--- src/rtl/pipeline_hazard_ctrl_if.sv ---
// Pipeline control bus between the hazard sequencer and the 5-stage datapath.
// master = hazard controller, slave = datapath stage registers / PC.
interface pipeline_hazard_ctrl_if #(
   parameter int CNT_W = 16
);
   logic [4:0]       id_rs;
   logic [4:0]       id_rt;
   logic             ex_memread;
   logic [4:0]       ex_rt;
   logic             mem_branch;
   logic             mem_zero;
   logic             mem_jump;
   logic             mem_req;
   logic             mem_ready;

   logic             pc_en;
   logic             if_id_en;
   logic             id_ex_en;
   logic             ex_mem_en;
   logic             mem_wb_en;
   logic             if_id_flush;
   logic             id_ex_flush;
   logic             ex_mem_flush;
   logic [1:0]       pc_sel;
   logic             mem_err;
   logic [CNT_W-1:0] stall_cnt;
   logic [CNT_W-1:0] flush_cnt;

   modport master (
      input  id_rs, id_rt, ex_memread, ex_rt, mem_branch, mem_zero, mem_jump,
             mem_req, mem_ready,
      output pc_en, if_id_en, id_ex_en, ex_mem_en, mem_wb_en,
             if_id_flush, id_ex_flush, ex_mem_flush, pc_sel, mem_err,
             stall_cnt, flush_cnt
   );

   modport slave (
      output id_rs, id_rt, ex_memread, ex_rt, mem_branch, mem_zero, mem_jump,
             mem_req, mem_ready,
      input  pc_en, if_id_en, id_ex_en, ex_mem_en, mem_wb_en,
             if_id_flush, id_ex_flush, ex_mem_flush, pc_sel, mem_err,
             stall_cnt, flush_cnt
   );
endinterface

--- src/rtl/pipeline_hazard_ctrl.sv ---
// Stall/flush sequencer for the 5-stage MIPS pipeline: memory-wait freeze with
// timeout, MEM-stage redirects, load-use bubbles and saturating perf counters.
module pipeline_hazard_ctrl #(
   parameter int CNT_W   = 16,
   parameter int TIMEOUT = 64
) (
   input  logic                  clk,
   input  logic                  rst,
   pipeline_hazard_ctrl_if.master io_hz
);

   localparam int              WC_W   = $clog2(TIMEOUT + 1);
   localparam logic [WC_W-1:0] WC_MAX = WC_W'(TIMEOUT);

   typedef enum logic {
      RUN     = 1'b0,
      MEMWAIT = 1'b1
   } state_t;

   state_t           r_state;
   state_t           w_nxt_state;
   logic [WC_W-1:0]  r_wait_cnt;
   logic [WC_W-1:0]  w_nxt_wait;
   logic             r_mem_err;
   logic             w_set_err;
   logic [CNT_W-1:0] r_stall_cnt;
   logic [CNT_W-1:0] r_flush_cnt;

   logic             w_taken;
   logic             w_load_use;
   logic             w_hold;
   logic             w_pc_en;
   logic             w_if_id_en;
   logic             w_id_ex_en;
   logic             w_ex_mem_en;
   logic             w_mem_wb_en;
   logic             w_if_id_flush;
   logic             w_id_ex_flush;
   logic             w_ex_mem_flush;
   logic [1:0]       w_pc_sel;
   logic             w_redirect;

   assign w_taken    = (io_hz.mem_branch & io_hz.mem_zero) | io_hz.mem_jump;
   assign w_load_use = io_hz.ex_memread && (io_hz.ex_rt != 5'd0) &&
                       ((io_hz.ex_rt == io_hz.id_rs) || (io_hz.ex_rt == io_hz.id_rt));

   // Freeze: a new unfinished access in RUN, or an ongoing wait not yet timed out.
   always_comb begin
      if (r_state == RUN) w_hold = io_hz.mem_req & ~io_hz.mem_ready;
      else                w_hold = ~io_hz.mem_ready && (r_wait_cnt != WC_MAX);
   end

   always_ff @(posedge clk or posedge rst) begin
      if (rst) begin
         r_state    <= RUN;
         r_wait_cnt <= '0;
      end else begin
         r_state    <= w_nxt_state;
         r_wait_cnt <= w_nxt_wait;
      end
   end

   always_comb begin
      w_nxt_state    = RUN;
      w_nxt_wait     = '0;
      w_set_err      = 1'b0;
      w_redirect     = 1'b0;
      w_pc_en        = 1'b1;
      w_if_id_en     = 1'b1;
      w_id_ex_en     = 1'b1;
      w_ex_mem_en    = 1'b1;
      w_mem_wb_en    = 1'b1;
      w_if_id_flush  = 1'b0;
      w_id_ex_flush  = 1'b0;
      w_ex_mem_flush = 1'b0;
      w_pc_sel       = 2'b00;

      if (rst) begin
         w_pc_en     = 1'b0;
         w_if_id_en  = 1'b0;
         w_id_ex_en  = 1'b0;
         w_ex_mem_en = 1'b0;
         w_mem_wb_en = 1'b0;
      end else if (w_hold) begin
         w_pc_en     = 1'b0;
         w_if_id_en  = 1'b0;
         w_id_ex_en  = 1'b0;
         w_ex_mem_en = 1'b0;
         w_mem_wb_en = 1'b0;
         w_nxt_state = MEMWAIT;
         w_nxt_wait  = (r_state == RUN) ? WC_W'(1) : r_wait_cnt + 1'b1;
      end else begin
         // Released without ready while waiting means the timeout fired.
         if (r_state == MEMWAIT && !io_hz.mem_ready) w_set_err = 1'b1;
         if (w_taken) begin
            w_redirect     = 1'b1;
            w_if_id_flush  = 1'b1;
            w_id_ex_flush  = 1'b1;
            w_ex_mem_flush = 1'b1;
            w_pc_sel       = io_hz.mem_jump ? 2'b10 : 2'b01;
         end else if (w_load_use) begin
            w_pc_en       = 1'b0;
            w_if_id_en    = 1'b0;
            w_id_ex_flush = 1'b1;
         end
      end
   end

   always_ff @(posedge clk or posedge rst) begin
      if (rst) begin
         r_mem_err   <= 1'b0;
         r_stall_cnt <= '0;
         r_flush_cnt <= '0;
      end else begin
         if (w_set_err) r_mem_err <= 1'b1;
         if (!w_pc_en && (r_stall_cnt != '1)) r_stall_cnt <= r_stall_cnt + 1'b1;
         if (w_redirect && (r_flush_cnt != '1)) r_flush_cnt <= r_flush_cnt + 1'b1;
      end
   end

   assign io_hz.pc_en        = w_pc_en;
   assign io_hz.if_id_en     = w_if_id_en;
   assign io_hz.id_ex_en     = w_id_ex_en;
   assign io_hz.ex_mem_en    = w_ex_mem_en;
   assign io_hz.mem_wb_en    = w_mem_wb_en;
   assign io_hz.if_id_flush  = w_if_id_flush;
   assign io_hz.id_ex_flush  = w_id_ex_flush;
   assign io_hz.ex_mem_flush = w_ex_mem_flush;
   assign io_hz.pc_sel       = w_pc_sel;
   assign io_hz.mem_err      = r_mem_err;
   assign io_hz.stall_cnt    = r_stall_cnt;
   assign io_hz.flush_cnt    = r_flush_cnt;

endmodule

--- src/flat_wrapper.sv ---
// flat-port wrapper written by rule: the top's interface ports become plain ports
module pipeline_hazard_ctrl_flat 
#(
   parameter int CNT_W   = 16,
   parameter int TIMEOUT = 64
)
  (clk, rst, io_hz_id_rs, io_hz_id_rt, io_hz_ex_memread, io_hz_ex_rt, io_hz_mem_branch, io_hz_mem_zero, io_hz_mem_jump, io_hz_mem_req, io_hz_mem_ready, io_hz_pc_en, io_hz_if_id_en, io_hz_id_ex_en, io_hz_ex_mem_en, io_hz_mem_wb_en, io_hz_if_id_flush, io_hz_id_ex_flush, io_hz_ex_mem_flush, io_hz_pc_sel, io_hz_mem_err, io_hz_stall_cnt, io_hz_flush_cnt);
  pipeline_hazard_ctrl_if #(.CNT_W(CNT_W)) io_hz_i ();
  input  logic clk;
  input  logic rst;
  input wire logic [$bits(io_hz_i.id_rs)-1:0] io_hz_id_rs;
  input wire logic [$bits(io_hz_i.id_rt)-1:0] io_hz_id_rt;
  input wire logic [$bits(io_hz_i.ex_memread)-1:0] io_hz_ex_memread;
  input wire logic [$bits(io_hz_i.ex_rt)-1:0] io_hz_ex_rt;
  input wire logic [$bits(io_hz_i.mem_branch)-1:0] io_hz_mem_branch;
  input wire logic [$bits(io_hz_i.mem_zero)-1:0] io_hz_mem_zero;
  input wire logic [$bits(io_hz_i.mem_jump)-1:0] io_hz_mem_jump;
  input wire logic [$bits(io_hz_i.mem_req)-1:0] io_hz_mem_req;
  input wire logic [$bits(io_hz_i.mem_ready)-1:0] io_hz_mem_ready;
  output wire logic [$bits(io_hz_i.pc_en)-1:0] io_hz_pc_en;
  output wire logic [$bits(io_hz_i.if_id_en)-1:0] io_hz_if_id_en;
  output wire logic [$bits(io_hz_i.id_ex_en)-1:0] io_hz_id_ex_en;
  output wire logic [$bits(io_hz_i.ex_mem_en)-1:0] io_hz_ex_mem_en;
  output wire logic [$bits(io_hz_i.mem_wb_en)-1:0] io_hz_mem_wb_en;
  output wire logic [$bits(io_hz_i.if_id_flush)-1:0] io_hz_if_id_flush;
  output wire logic [$bits(io_hz_i.id_ex_flush)-1:0] io_hz_id_ex_flush;
  output wire logic [$bits(io_hz_i.ex_mem_flush)-1:0] io_hz_ex_mem_flush;
  output wire logic [$bits(io_hz_i.pc_sel)-1:0] io_hz_pc_sel;
  output wire logic [$bits(io_hz_i.mem_err)-1:0] io_hz_mem_err;
  output wire logic [$bits(io_hz_i.stall_cnt)-1:0] io_hz_stall_cnt;
  output wire logic [$bits(io_hz_i.flush_cnt)-1:0] io_hz_flush_cnt;
  assign io_hz_i.id_rs = io_hz_id_rs;
  assign io_hz_i.id_rt = io_hz_id_rt;
  assign io_hz_i.ex_memread = io_hz_ex_memread;
  assign io_hz_i.ex_rt = io_hz_ex_rt;
  assign io_hz_i.mem_branch = io_hz_mem_branch;
  assign io_hz_i.mem_zero = io_hz_mem_zero;
  assign io_hz_i.mem_jump = io_hz_mem_jump;
  assign io_hz_i.mem_req = io_hz_mem_req;
  assign io_hz_i.mem_ready = io_hz_mem_ready;
  assign io_hz_pc_en = io_hz_i.pc_en;
  assign io_hz_if_id_en = io_hz_i.if_id_en;
  assign io_hz_id_ex_en = io_hz_i.id_ex_en;
  assign io_hz_ex_mem_en = io_hz_i.ex_mem_en;
  assign io_hz_mem_wb_en = io_hz_i.mem_wb_en;
  assign io_hz_if_id_flush = io_hz_i.if_id_flush;
  assign io_hz_id_ex_flush = io_hz_i.id_ex_flush;
  assign io_hz_ex_mem_flush = io_hz_i.ex_mem_flush;
  assign io_hz_pc_sel = io_hz_i.pc_sel;
  assign io_hz_mem_err = io_hz_i.mem_err;
  assign io_hz_stall_cnt = io_hz_i.stall_cnt;
  assign io_hz_flush_cnt = io_hz_i.flush_cnt;
  pipeline_hazard_ctrl #(.CNT_W(CNT_W), .TIMEOUT(TIMEOUT)) u_core (.clk(clk), .rst(rst), .io_hz(io_hz_i));
endmodule
--- config.mk ---
export PLATFORM = sky130hd
export DESIGN_NAME = pipeline_hazard_ctrl_flat
export DESIGN_NICKNAME = d
export VERILOG_FILES = /design/src/rtl/pipeline_hazard_ctrl_if.sv /design/src/rtl/pipeline_hazard_ctrl.sv /design/src/flat_wrapper.sv
export SDC_FILE = /design/constraint.sdc
export NUM_CORES = 1
export LEC_CHECK = 0
export CAP_MARGIN = 20
export CORE_ASPECT_RATIO = 1.1
export CORE_MARGIN = 2
export CORE_UTILIZATION = 42
export DETAILED_ROUTE_END_ITERATION = 7
export PLACE_DENSITY = 0.86
export SLEW_MARGIN = 10
export SYNTH_ARGS = -nofsm -noshare
export SYNTH_HDL_FRONTEND = slang
export SYNTH_SLANG_ARGS = --single-unit
--- constraint.sdc ---
create_clock -name clk -period 2.9 [get_ports clk]
set_input_delay 0.58 -clock clk [delete_from_list [all_inputs] [get_ports clk]]
set_output_delay 0.58 -clock clk [all_outputs]
set_load 0.05 [all_outputs]
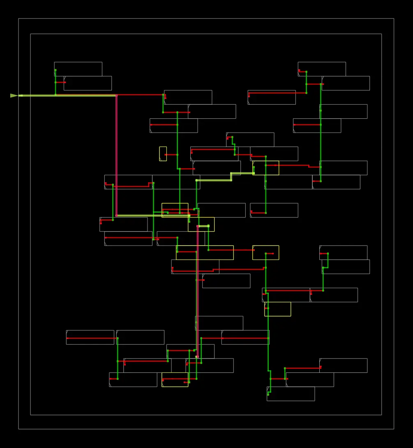
Run 1: clock routing
flop count: 41
clock buf count: 7

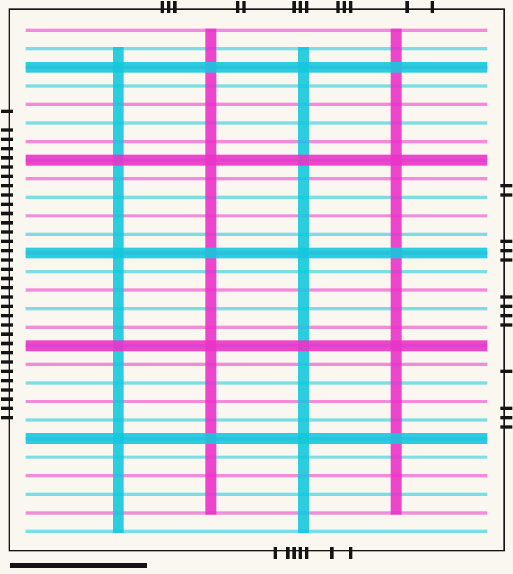
Run 1: floorplan with the power grid
Scale bar: 20 um. Pins as bars on the die edge.
| color | net |
|---|---|
| magenta | VDD |
| cyan | VSS |
signal pins: 66
met4 straps: 4
rows: 27
Die W: 72.3 um
Die Span Y: 79.1 um
core area: 4970 sq um
Peak VDD IR: 0.310 mV

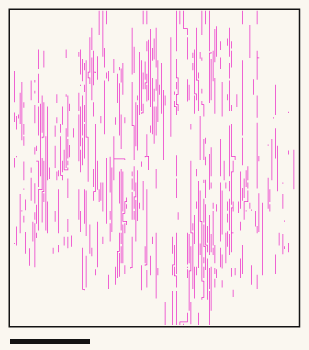
Run 1: met2 routing
Scale bar: 20 um.
main direction: vertical
nets with wire on the layer: 260
wire length on this layer: 2,300 um
longest straight run: 24.8 um
share of all routed wire: 51%
met2 usage: 29.8%
total vias in the final route: 1,739
final WL: 4540 um

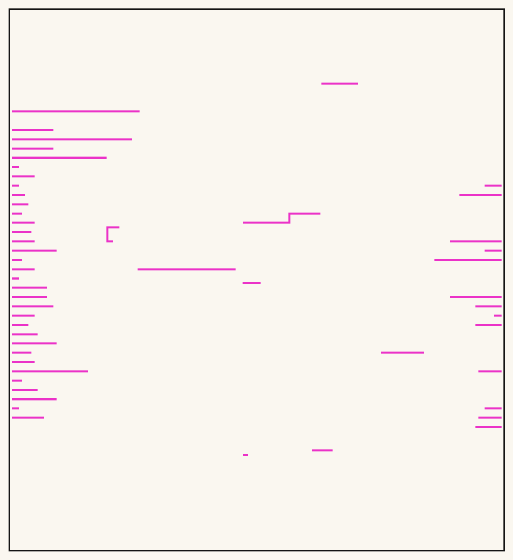
Run 1: met3 routing
longest straight run: 18.4 um
wire length on this layer: 253 um
share of all routed wire: 5.6%
nets with wire on the layer: 51

==> flow_summary_export.csv, run 1 <==
group,metric,value,unit
yosys,netlist_area,2150,sq um
worst_setup_path,reg2reg_to,"u_core.io_hz.stall_cnt[1]",
power,power-top-group,"combinational cells",
yosys,ys_ff,41,
yosys,synthArstFlopShare,100,%
final_layout,lay_top_cells,"clkdlybuf4s50_1, xnor2_1, dfrtp_1",
global_routing,antenna_found_initial,0,
global_routing,track_usage,17.4,%
clock_tree,clkTransAtPathRegs,0.07,ns
worst_setup_path,slowest_delay,0.53,ns
final_layout,buffers,73,
global_routing,grt_pass1_vias,1767,
final_layout,flop_area,1030,sq um
final_layout,utilization,60.3,%
yosys,top_cells_by_area,"dfrtp_1, xnor2_1, nand3_1, and3_1, nand4_1",
timing,holdWs,0.464,ns
placed_design,gp_congestion,0.747,
power,p_leak,0.00126,uW
placed_design,placed_cell_area,2880,sq um
clock_tree,cts_setup_buffers,0,
status,status,"completed",
global_routing,top_usage_layer,"met2",
worst_setup_path,start_kind,"input pin",
yosys,ys_chip_area,2150,sq um
global_routing,globalRouteMet3Util,3.68,%
clock_tree,cts_resized,0,
power,pwr-share-comb,39.0,%
global_routing,grt_max_degree,42,
clock_tree,cts.sinks,41,
power,p_int,1230,uW
worst_setup_path,r2r_cells,7,
final_layout,clk_share,3.89,%
final_layout,comb_cells,148,
timing,min_period,2.85,ns
timing,finalCritPeriodShare,98.3,%
power,sequentialPower,760,uW
power,switchingPower,791,uW
yosys,top_area_share,47.6,%
final_layout,dominant_cells,"logic gates",
timing,setup_slack,0.0482,ns
placed_design,dp.final_hpwl,3440,um
worst_setup_path,critPathBufInv,3,
timing,worst_slew_pin_slew,0.538,ns
yosys,synth-adder-area-share,2.32,%
worst_setup_path,crit_required,2.32,ns
power,pwr-share-clk,23.4,%
global_routing,gr-usage-met1,21.6,%
timing,fin_tns_setup,0,ns
placed_design,io_buffers,65,
worst_setup_path,path_cells,"clkdlybuf4s50_1 > or4_1 > o21a_1 > a31o_4 > clkinvlp_4 > buf_4",
timing,finalHoldViolCount,0,
yosys,netlist_top_cells_count,"dfrtp_1, xnor2_1, nand3_1, and3_1, nand2_1",
worst_hold_path,hold_path_depth,1,
worst_setup_path,r2r_start,"u_core.r_wait_cnt[2]",
route,dr.first_iter.drc_count,117,
final_layout,comb_area,1070,sq um
floorplan,chip_area,5720,sq um
power,total_power,2020,uW
final_layout,final_cells,333,
worst_hold_path,hold_start,"u_core.io_hz.mem_err",
placed_design,dpl_worst_slack,0.0451,ns
route,viasPerCell,5.22,
==> run 2, diff against run 1 <==
--- a/config.mk
+++ b/config.mk
@@ -10,7 +10,7 @@
 export CORE_MARGIN = 2
 export CORE_UTILIZATION = 42
 export DETAILED_ROUTE_END_ITERATION = 7
-export PLACE_DENSITY = 0.86
+export PLACE_DENSITY = 0.83
 export SLEW_MARGIN = 10
 export SYNTH_ARGS = -nofsm -noshare
 export SYNTH_HDL_FRONTEND = slang
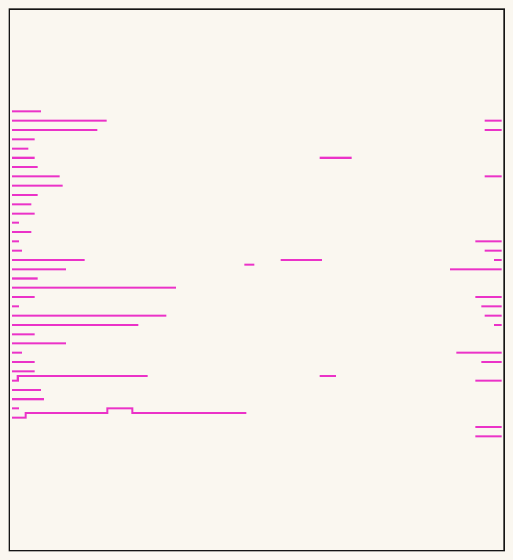
Run 2: met3 routing
longest straight run: 23.7 um
share of all routed wire: 6.8%
nets with wire on the layer: 51
main direction: horizontal
wire length on this layer: 304 um
routing usage on met3: 6.35%
final WL: 4450 um
total vias in the final route: 1,745

==> flow_summary_export.csv, run 2 <==
group,metric,value,unit
power,power-top-group,"combinational cells",
placed_design,dpl_worst_slack,0.00733,ns
global_routing,grtUsageMet2,27.6,%
global_routing,grt_max_degree,42,
worst_setup_path,r2r_cells,8,
final_layout,utilization,61.1,%
clock_tree,cts_setup_buffers,0,
power,switchingPower,798,uW
timing,worst_slew_pin_slew,0.568,ns
floorplan,design.core.area,4970,sq um
final_layout,comb_area,1070,sq um
yosys,synthArstFlopShare,100,%
worst_setup_path,path_cells,"clkdlybuf4s50_1 > or4_1 > o21a_1 > a31o_4 > clkinvlp_4 > buf_6",
timing,holdWs,0.473,ns
yosys,synth-adder-area-share,2.32,%
worst_setup_path,slowest_delay,0.53,ns
timing,finalCritPeriodShare,97.1,%
placed_design,gp_congestion,0.778,
worst_setup_path,reg2reg_to,"u_core.io_hz.stall_cnt[1]",
timing,finalHoldViolCount,0,
yosys,netlist_area,2150,sq um
global_routing,top_usage_layer,"met2",
route,viasPerCell,5.21,
final_layout,clkbuf_count,5,
power,p_int,1300,uW
final_layout,lay_top_cells,"clkdlybuf4s50_1, xnor2_1, dfrtp_1",
worst_setup_path,start_kind,"input pin",
final_layout,buffers,75,
worst_hold_path,hold_path_depth,1,
floorplan,die_w,72.3,um
clock_tree,cts_resized,0,
global_routing,grt_pass1_vias,1709,
power,p_leak,0.00128,uW
worst_setup_path,r2r_start,"u_core.r_wait_cnt[2]",
power,total_power,2090,uW
worst_setup_path,critPathBufInv,3,
global_routing,antenna_found_initial,0,
worst_setup_path,crit_required,2.32,ns
floorplan,dieHeight,79.1,um
final_layout,final_cells,335,
clock_tree,cts.sinks,41,
yosys,top_cells_by_area,"dfrtp_1, xnor2_1, nand3_1, and3_1, nand4_1",
timing,min_period,2.82,ns
floorplan,chip_area,5720,sq um
final_layout,clk_share,4.41,%
timing,fin_tns_setup,0,ns
yosys,ys_chip_area,2150,sq um
status,status,"completed",
final_layout,comb_cells,148,
final_layout,dominant_cells,"logic gates",
final_layout,flops,41,
placed_design,io_buffers,65,
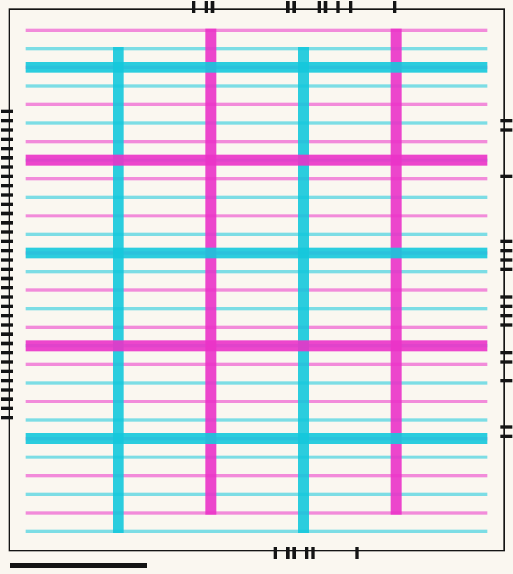
Run 2: floorplan with the power grid
Scale bar: 20 um. Pins as bars on the die edge.
| color | net |
|---|---|
| magenta | VDD |
| cyan | VSS |
rows: 27
signal pins: 66
met1 rails: 28
met5 straps: 5
met4 straps: 4
Peak VDD IR: 0.293 mV

==> run 3, diff against run 2 <==
--- a/config.mk
+++ b/config.mk
@@ -5,7 +5,6 @@
 export SDC_FILE = /design/constraint.sdc
 export NUM_CORES = 1
 export LEC_CHECK = 0
-export CAP_MARGIN = 20
 export CORE_ASPECT_RATIO = 1.1
 export CORE_MARGIN = 2
 export CORE_UTILIZATION = 42
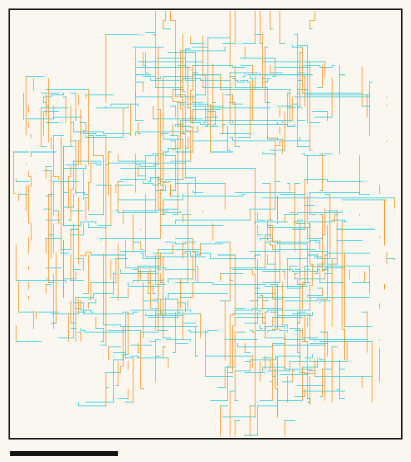
Run 3: wiring by layer
Scale bar: 20 um. Only two layers are drawn.
| color | layer | wire length |
|---|---|---|
| cyan | met1 | 1,870 um |
| orange | met2 | 2,230 um |
All-Layer GR Usage: 16.9%
Avg WL per Cell: 13.3 um

==> flow_summary_export.csv, run 3 <==
group,metric,value,unit
route,dr_wl_met2,2230,um
global_routing,grt_max_degree,42,
worst_setup_path,reg2reg_to,"u_core.io_hz.stall_cnt[1]",
placed_design,dp.final_hpwl,3440,um
power,ir_worst_vdd,0.293,mV
global_routing,antenna_found_initial,0,
clock_tree,clkTransAtPathRegs,0.08,ns
yosys,synthArstFlopShare,100,%
timing,worst_slew_pin_slew,0.568,ns
yosys,ys_chip_area,2150,sq um
power,power-top-group,"combinational cells",
final_layout,final_cells,335,
placed_design,io_buffers,65,
final_layout,flop_area,1030,sq um
yosys,synthCells,203,
global_routing,grtUsageMet2,27.6,%
route,highest_layer,"met4",
floorplan,die_w,72.3,um
floorplan,dieHeight,79.1,um
route,viasPerCell,5.21,
clock_tree,cts_buffer_depth,2,
timing,min_period,2.82,ns
yosys,ys_ff,41,
status,status,"completed",
timing,finalCritPeriodShare,97.1,%
power,pwr-share-comb,37.7,%
final_layout,dominant_cells,"logic gates",
final_layout,utilization,61.1,%
final_layout,clkbuf_count,5,
route,wirelength,4450,um
placed_design,dpl_worst_slack,0.00733,ns
worst_setup_path,critPathBufInv,3,
final_layout,fin_area,3030,sq um
timing,setup_slack,0.0837,ns
power,p_leak,0.00128,uW
flow_run,maxCapViolations,0,
yosys,synth-adder-area-share,2.32,%
worst_setup_path,start_kind,"input pin",
yosys,top_cells_by_area,"dfrtp_1, xnor2_1, nand3_1, and3_1, nand4_1",
final_layout,comb_area,1070,sq um
worst_setup_path,critPathArrivalTime,2.24,ns
final_layout,buffers,75,
placed_design,gp_congestion,0.778,
worst_hold_path,hold_start,"u_core.io_hz.mem_err",
power,pwr-share-clk,26.0,%
yosys,edf_count,0,
route,dr.first_iter.drc_count,104,
power,switchingPower,798,uW
final_layout,lay_top_cells,"clkdlybuf4s50_1, xnor2_1, dfrtp_1",
placed_design,placed_cell_area,2880,sq um
worst_setup_path,path_cells,"clkdlybuf4s50_1 > or4_1 > o21a_1 > a31o_4 > clkinvlp_4 > buf_6",
timing,fin_tns_setup,0,ns
final_layout,n_antenna_cell,0,
power,p_int,1300,uW
worst_setup_path,slowest_delay,0.53,ns
global_routing,gr-usage-met1,20.4,%
worst_setup_path,r2r_cells,8,
yosys,netlist_area,2150,sq um
route,num_vias,1745,
clock_tree,cts_setup_buffers,0,
power,total_power,2090,uW
floorplan,design.core.area,4970,sq um
floorplan,fp_util,43.4,%
yosys,netlist_top_cells_count,"dfrtp_1, xnor2_1, nand3_1, and3_1, nand2_1",
final_layout,flops,41,
final_layout,comb_cells,148,
worst_setup_path,critPathCapture,"io_hz_pc_en",
worst_setup_path,crit_required,2.32,ns
floorplan,chip_area,5720,sq um
global_routing,globalRouteMet3Util,6.35,%
yosys,top_area_share,47.6,%
power,sequentialPower,761,uW
global_routing,grt_pass1_vias,1709,
timing,finalHoldViolCount,0,
power,comb-power,789,uW
worst_hold_path,hold_path_depth,1,
clock_tree,cts_resized,0,
clock_tree,cts.sinks,41,
global_routing,top_usage_layer,"met2",
timing,holdWs,0.473,ns
worst_setup_path,r2r_start,"u_core.r_wait_cnt[2]",
final_layout,clk_share,4.41,%
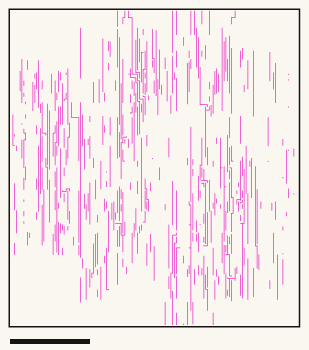
Run 3: met2 routing
Scale bar: 20 um.
main direction: vertical
nets with wire on the layer: 271
longest straight run: 38.8 um

Power figures rest on the tool's default switching activity, not on a simulated workload.
